floorplan.png
Scale bar: 50 um. Pins as bars on the die edge. Tap cells in gray.
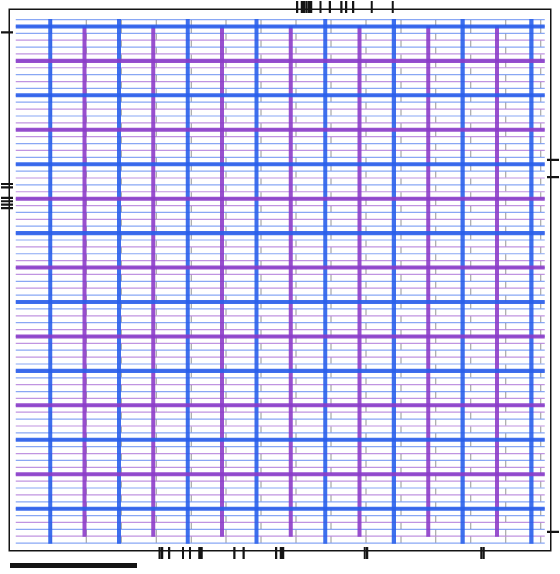
class_map.png
Scale bar: 50 um.
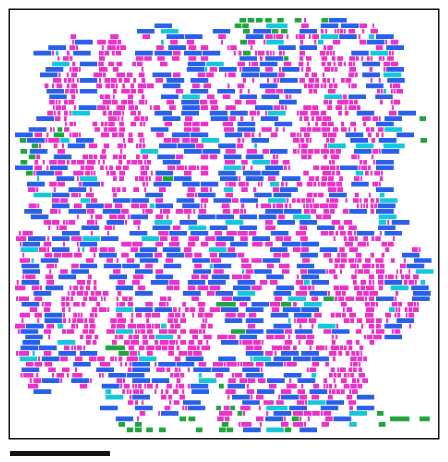
### config.mk
export PLATFORM = sky130hd
export DESIGN_NAME = clkdiv_bank_flat
export DESIGN_NICKNAME = d
export VERILOG_FILES = /design/src/rtl/clkdiv_pkg.sv /design/src/rtl/clkdiv_bank_if.sv /design/src/rtl/clkdiv_channel.sv /design/src/rtl/clkdiv_bank.sv /design/src/flat_wrapper.sv
export SDC_FILE = /design/constraint.sdc
export NUM_CORES = 1
export LEC_CHECK = 0
export CAP_MARGIN = 20
export CORE_MARGIN = 2
export CORE_UTILIZATION = 45
export CTS_CLUSTER_DIAMETER = 50
export DETAILED_ROUTE_END_ITERATION = 10
export HOLD_SLACK_MARGIN = 0.08
export PLACE_DENSITY_LB_ADDON = 0.15
export SKIP_LAST_GASP = 1
export SLEW_MARGIN = 40
export SYNTH_ARGS = -nofsm -noshare
export SYNTH_HDL_FRONTEND = slang
export SYNTH_HIERARCHICAL = 1
export SYNTH_SLANG_ARGS = --single-unit
### constraint.sdc
create_clock -name clkin -period 8 [get_ports clkin]
set_input_delay 2 -clock clkin [delete_from_list [all_inputs] [get_ports clkin]]
set_output_delay 2 -clock clkin [all_outputs]
set_load 0.005 [all_outputs]
### src/rtl/clkdiv_pkg.sv
// clkdiv_pkg: shared mode constants, channel configuration payload and the
// square-wave half-point helper used by every divider channel.
package clkdiv_pkg;

  // Widest divisor a channel can hold; narrower WIDTH values zero-extend.
  localparam int unsigned DIV_W_MAX = 32;

  localparam logic MODE_PULSE  = 1'b0;
  localparam logic MODE_SQUARE = 1'b1;

  // One channel's configuration: divisor D (period D+1) and output mode.
  typedef struct packed {
    logic [DIV_W_MAX-1:0] div;
    logic                 mode;
  } clkdiv_cfg_t;

  // H = (D+2)>>1, carried one bit wider so the largest D cannot wrap.
  function automatic logic [DIV_W_MAX:0] half_point(input logic [DIV_W_MAX-1:0] div);
    return ((DIV_W_MAX + 1)'(div) + (DIV_W_MAX + 1)'(2)) >> 1;
  endfunction

endpackage

### src/rtl/clkdiv_bank_if.sv
// clkdiv_bank_if: control/config inputs and divided outputs of clkdiv_bank.
//   enable      per-channel run enable
//   sync        restart and phase-align all channels
//   cfg_we/ch/div/mode  configuration write into one channel's shadow
//   tick        one-cycle pulse per period (per channel)
//   clkout      divided output, pulse or square depending on mode
//   cfg_pending shadow written but not yet active
interface clkdiv_bank_if #(
  parameter int unsigned CHANNELS = 4,
  parameter int unsigned WIDTH    = 16
);
  localparam int unsigned CH_W = (CHANNELS > 1) ? $clog2(CHANNELS) : 1;

  logic [CHANNELS-1:0] enable;
  logic                sync;
  logic                cfg_we;
  logic [CH_W-1:0]     cfg_ch;
  logic [WIDTH-1:0]    cfg_div;
  logic                cfg_mode;
  logic [CHANNELS-1:0] tick;
  logic [CHANNELS-1:0] clkout;
  logic [CHANNELS-1:0] cfg_pending;

  modport master (
    output enable, sync, cfg_we, cfg_ch, cfg_div, cfg_mode,
    input  tick, clkout, cfg_pending
  );

  modport slave (
    input  enable, sync, cfg_we, cfg_ch, cfg_div, cfg_mode,
    output tick, clkout, cfg_pending
  );
endinterface

### src/rtl/clkdiv_channel.sv
// clkdiv_channel: one programmable divider. Counts 0..D, emits a registered
// tick on c==D and a pulse or ~50% square clkout. New configuration waits in
// a shadow until the period ends, the channel is idle, or sync restarts it.
//   clk, rst_n  clock, async active-low reset
//   i_enable    run enable; low clears counter and outputs
//   i_sync      restart counter, clear outputs, apply shadow
//   i_we, i_cfg configuration write for this channel
//   o_tick, o_clkout, o_pending  registered outputs
module clkdiv_channel
  import clkdiv_pkg::*;
#(
  parameter int unsigned WIDTH       = 16,
  parameter int unsigned DEFAULT_DIV = 1
) (
  input  logic        clk,
  input  logic        rst_n,
  input  logic        i_enable,
  input  logic        i_sync,
  input  logic        i_we,
  input  clkdiv_cfg_t i_cfg,
  output logic        o_tick,
  output logic        o_clkout,
  output logic        o_pending
);

  localparam clkdiv_cfg_t CFG_RESET = '{div: DIV_W_MAX'(DEFAULT_DIV), mode: MODE_PULSE};

  logic [WIDTH-1:0] r_cnt;
  clkdiv_cfg_t      r_active;
  clkdiv_cfg_t      r_shadow;
  logic             r_pending;
  logic             r_tick;
  logic             r_clkout;

  logic [WIDTH-1:0] w_cnt_nxt;
  clkdiv_cfg_t      w_active_nxt;
  clkdiv_cfg_t      w_shadow_nxt;
  logic             w_pending_nxt;
  logic             w_tick_nxt;
  logic             w_clkout_nxt;

  logic             w_hold;
  logic             w_at_top;
  logic             w_below_half;
  logic             w_apply;

  // Counter compared at full config width so the comparison stays exact.
  assign w_at_top     = (DIV_W_MAX'(r_cnt) == r_active.div);
  assign w_below_half = ((DIV_W_MAX + 1)'(r_cnt) < half_point(r_active.div));
  assign w_hold       = i_sync || !i_enable;
  // Period boundary, idle channel or sync: safe point to switch config.
  assign w_apply      = w_hold || w_at_top;

  // Next-state: counter, outputs, and active/shadow configuration.
  always_comb begin
    w_cnt_nxt     = '0;
    w_tick_nxt    = 1'b0;
    w_clkout_nxt  = 1'b0;
    w_active_nxt  = r_active;
    w_shadow_nxt  = r_shadow;
    w_pending_nxt = r_pending;

    if (!w_hold) begin
      w_cnt_nxt    = w_at_top ? '0 : r_cnt + WIDTH'(1);
      w_tick_nxt   = w_at_top;
      w_clkout_nxt = (r_active.mode == MODE_SQUARE) ? w_below_half : w_at_top;
    end

    if (w_apply) begin
      // A write landing on the apply edge bypasses the shadow.
      if (i_we) begin
        w_active_nxt  = i_cfg;
        w_pending_nxt = 1'b0;
      end else if (r_pending) begin
        w_active_nxt  = r_shadow;
        w_pending_nxt = 1'b0;
      end
    end else if (i_we) begin
      w_shadow_nxt  = i_cfg;
      w_pending_nxt = 1'b1;
    end
  end

  // State and output registers.
  always_ff @(posedge clk or negedge rst_n) begin
    if (!rst_n) begin
      r_cnt     <= '0;
      r_active  <= CFG_RESET;
      r_shadow  <= '0;
      r_pending <= 1'b0;
      r_tick    <= 1'b0;
      r_clkout  <= 1'b0;
    end else begin
      r_cnt     <= w_cnt_nxt;
      r_active  <= w_active_nxt;
      r_shadow  <= w_shadow_nxt;
      r_pending <= w_pending_nxt;
      r_tick    <= w_tick_nxt;
      r_clkout  <= w_clkout_nxt;
    end
  end

  assign o_tick    = r_tick;
  assign o_clkout  = r_clkout;
  assign o_pending = r_pending;

endmodule

### src/rtl/clkdiv_bank.sv
// clkdiv_bank: CHANNELS independent programmable clock dividers.
//   clkin  sole clock, rising edge
//   reset  async active-low reset
//   bus    clkdiv_bank_if slave: enables, sync, config write, outputs
// Decodes cfg_ch into per-channel write strobes (out-of-range writes hit no
// channel) and fans sync out to every channel.
module clkdiv_bank
  import clkdiv_pkg::*;
#(
  parameter int unsigned CHANNELS    = 4,
  parameter int unsigned WIDTH       = 16,
  parameter int unsigned DEFAULT_DIV = 1
) (
  input  logic          clkin,
  input  logic          reset,
  clkdiv_bank_if.slave  bus
);

  localparam int unsigned CH_W = (CHANNELS > 1) ? $clog2(CHANNELS) : 1;

  clkdiv_cfg_t         w_cfg;
  logic [CHANNELS-1:0] w_we;
  logic [CHANNELS-1:0] w_tick;
  logic [CHANNELS-1:0] w_clkout;
  logic [CHANNELS-1:0] w_pending;

  assign w_cfg = '{div: DIV_W_MAX'(bus.cfg_div), mode: bus.cfg_mode};

  for (genvar g = 0; g < CHANNELS; g++) begin : g_ch
    assign w_we[g] = bus.cfg_we && (bus.cfg_ch == CH_W'(g));

    clkdiv_channel #(
      .WIDTH       (WIDTH),
      .DEFAULT_DIV (DEFAULT_DIV)
    ) u_channel (
      .clk       (clkin),
      .rst_n     (reset),
      .i_enable  (bus.enable[g]),
      .i_sync    (bus.sync),
      .i_we      (w_we[g]),
      .i_cfg     (w_cfg),
      .o_tick    (w_tick[g]),
      .o_clkout  (w_clkout[g]),
      .o_pending (w_pending[g])
    );
  end

  assign bus.tick        = w_tick;
  assign bus.clkout      = w_clkout;
  assign bus.cfg_pending = w_pending;

endmodule

### src/flat_wrapper.sv
// flat-port wrapper written by rule: the top's interface ports become plain ports
module clkdiv_bank_flat import clkdiv_pkg::*;
#(
  parameter int unsigned CHANNELS    = 4,
  parameter int unsigned WIDTH       = 16,
  parameter int unsigned DEFAULT_DIV = 1
)
  (clkin, reset, bus_enable, bus_sync, bus_cfg_we, bus_cfg_ch, bus_cfg_div, bus_cfg_mode, bus_tick, bus_clkout, bus_cfg_pending);
  clkdiv_bank_if #(.CHANNELS(CHANNELS), .WIDTH(WIDTH)) bus_i ();
  input  logic clkin;
  input  logic reset;
  input wire logic [$bits(bus_i.enable)-1:0] bus_enable;
  input wire logic [$bits(bus_i.sync)-1:0] bus_sync;
  input wire logic [$bits(bus_i.cfg_we)-1:0] bus_cfg_we;
  input wire logic [$bits(bus_i.cfg_ch)-1:0] bus_cfg_ch;
  input wire logic [$bits(bus_i.cfg_div)-1:0] bus_cfg_div;
  input wire logic [$bits(bus_i.cfg_mode)-1:0] bus_cfg_mode;
  output wire logic [$bits(bus_i.tick)-1:0] bus_tick;
  output wire logic [$bits(bus_i.clkout)-1:0] bus_clkout;
  output wire logic [$bits(bus_i.cfg_pending)-1:0] bus_cfg_pending;
  assign bus_i.enable = bus_enable;
  assign bus_i.sync = bus_sync;
  assign bus_i.cfg_we = bus_cfg_we;
  assign bus_i.cfg_ch = bus_cfg_ch;
  assign bus_i.cfg_div = bus_cfg_div;
  assign bus_i.cfg_mode = bus_cfg_mode;
  assign bus_tick = bus_i.tick;
  assign bus_clkout = bus_i.clkout;
  assign bus_cfg_pending = bus_i.cfg_pending;
  clkdiv_bank #(.CHANNELS(CHANNELS), .WIDTH(WIDTH), .DEFAULT_DIV(DEFAULT_DIV)) u_core (.clkin(clkin), .reset(reset), .bus(bus_i));
endmodule
==> flow_summary.ini <==
; physical design summary
[floorplanning]
io_pins = 39
dieArea_sq_mm = 0.0455

[finish]
antenna_cells = 0

[outcome]
status = complete, no violations

[power_and_ir_drop]
p_int_mw = 4.27
powerSeq_mw = 2.73
power_frac_comb = 0.232

[final_timing]
tns_ns = 0
finalClockPeriodUsage = 0.492
rsz0062_at_grt = false

[global_routing]
grt_start_max_net_pins = 160
grt_pass1_vias = 13300
grt_pass1_wl_um = 71800

[clocking]
clk_pin_slew_ns = 0.05
cts_root_buf = clkbuf_16

[placed_design]
io_buffers = 38

[critical_path]
path_cells = clkdlybuf4s50_1 > nor2b_1 > and3_4 > mux2_2
path_class = input pin to register
cp_num_buf_inv = 1
startpoint = bus_sync
cp_slowest_cell = clkdlybuf4s50_1
r2r_slack_ns = 4.18
cp.arrival_ns = 4.38

[routing]
dr_total_vias = 13100

[logic_synthesis]
top_cell_area_share = 0.427
flop_cell = dfrtp_1
synthArstFlopShare = 1.00

[worst_hold_path]
hold_start = u_core/g_ch[3].u_channel/r_active[1]$_DFFE_PN1P_
About floorplan.png:
Key: VDD = purple; VSS = blue
77 met1 rails follow the rows. 585 tap cells. The core has 76 rows. 39 signal pins sit on the boundary. 15 straps on met5.
core area: 0.0432 sq mm
Die W: 213 um
worst vdd ir: 0.200 mV
height of the die: 213 um

About class_map.png:
Key: remaining buffers and delay cells = green [cells 54, share of their area 2.8%]; registers = blue [cells 340, share of their area 39%]; remaining logic cells = magenta [cells 1433, share of their area 51%]; clock drivers and dummy loads = cyan [cells 85, share of their area 7.1%]
Final Core Density: 0.524
cell row count: 76
sequential cell area share: 0.376
post-route cell area: 0.0226 sq mm

## cell usage after synthesis (all sizes together) (7+ instances only)
| cell type | instances |
|---|---|
| o211ai | 9 |
| xnor2 | 65 |
| nand3 | 61 |
| xor2 | 124 |
| and4 | 23 |
| inv | 27 |
| a211oi | 11 |
| nor3 | 16 |
| and2 | 9 |
| and3 | 40 |
| mux2 | 314 |
| o21ai | 50 |
| nor2b | 7 |
| buf | 40 |
| or3 | 8 |
| nor2 | 122 |
| a21o | 14 |
| clkbuf | 47 |
| nor4 | 39 |
| nand2 | 93 |
| nand4 | 60 |
| dfrtp | 336 |
| nand2b | 7 |
| mux2i | 60 |
| ha | 68 |
| a21oi | 22 |
## sequential cells by signal (all words and copies together), names as in the netlist
register	flops
u_core/g_ch.u_channel/r_active	132
u_core/g_ch.u_channel/r_shadow	132
u_core/g_ch.u_channel/r_cnt	64
u_core/g_ch.u_channel/o_clkout	4
u_core/g_ch.u_channel/o_pending	4
u_core/g_ch.u_channel/o_tick	4
## logic make-up (layout without fill, tap and decap cells)
logic type | count (synthesis) | after routing | synth area share
mux | 374 | 374 | 0.223
compound gates | 152 | 152 | 0.0513
fa+ha+maj | 68 | 68 | 0.0432
xor+xnor | 189 | 189 | 0.0840
buf+inv | 114 | 166 | 0.0309
simple gates | 495 | 495 | 0.135
flops | 340 | 340 | 0.432
other cells | 1 | 128 | 0.000190
## metal layers
layer	part of all wire	wire length [um]
met5	0	0
met4	0.022	947
met3	0.028	1180
met2	0.47	20100
met1	0.48	20500
## final cells by class
class	instances	area [sq um]
fillers	3900	20500
multi-input cells	1406	11100
flip-flops and latches	340	8510
clock buffers	62	1320
well taps	585	732
repair buffers	54	619
clock inverters	23	245
inverters	27	101
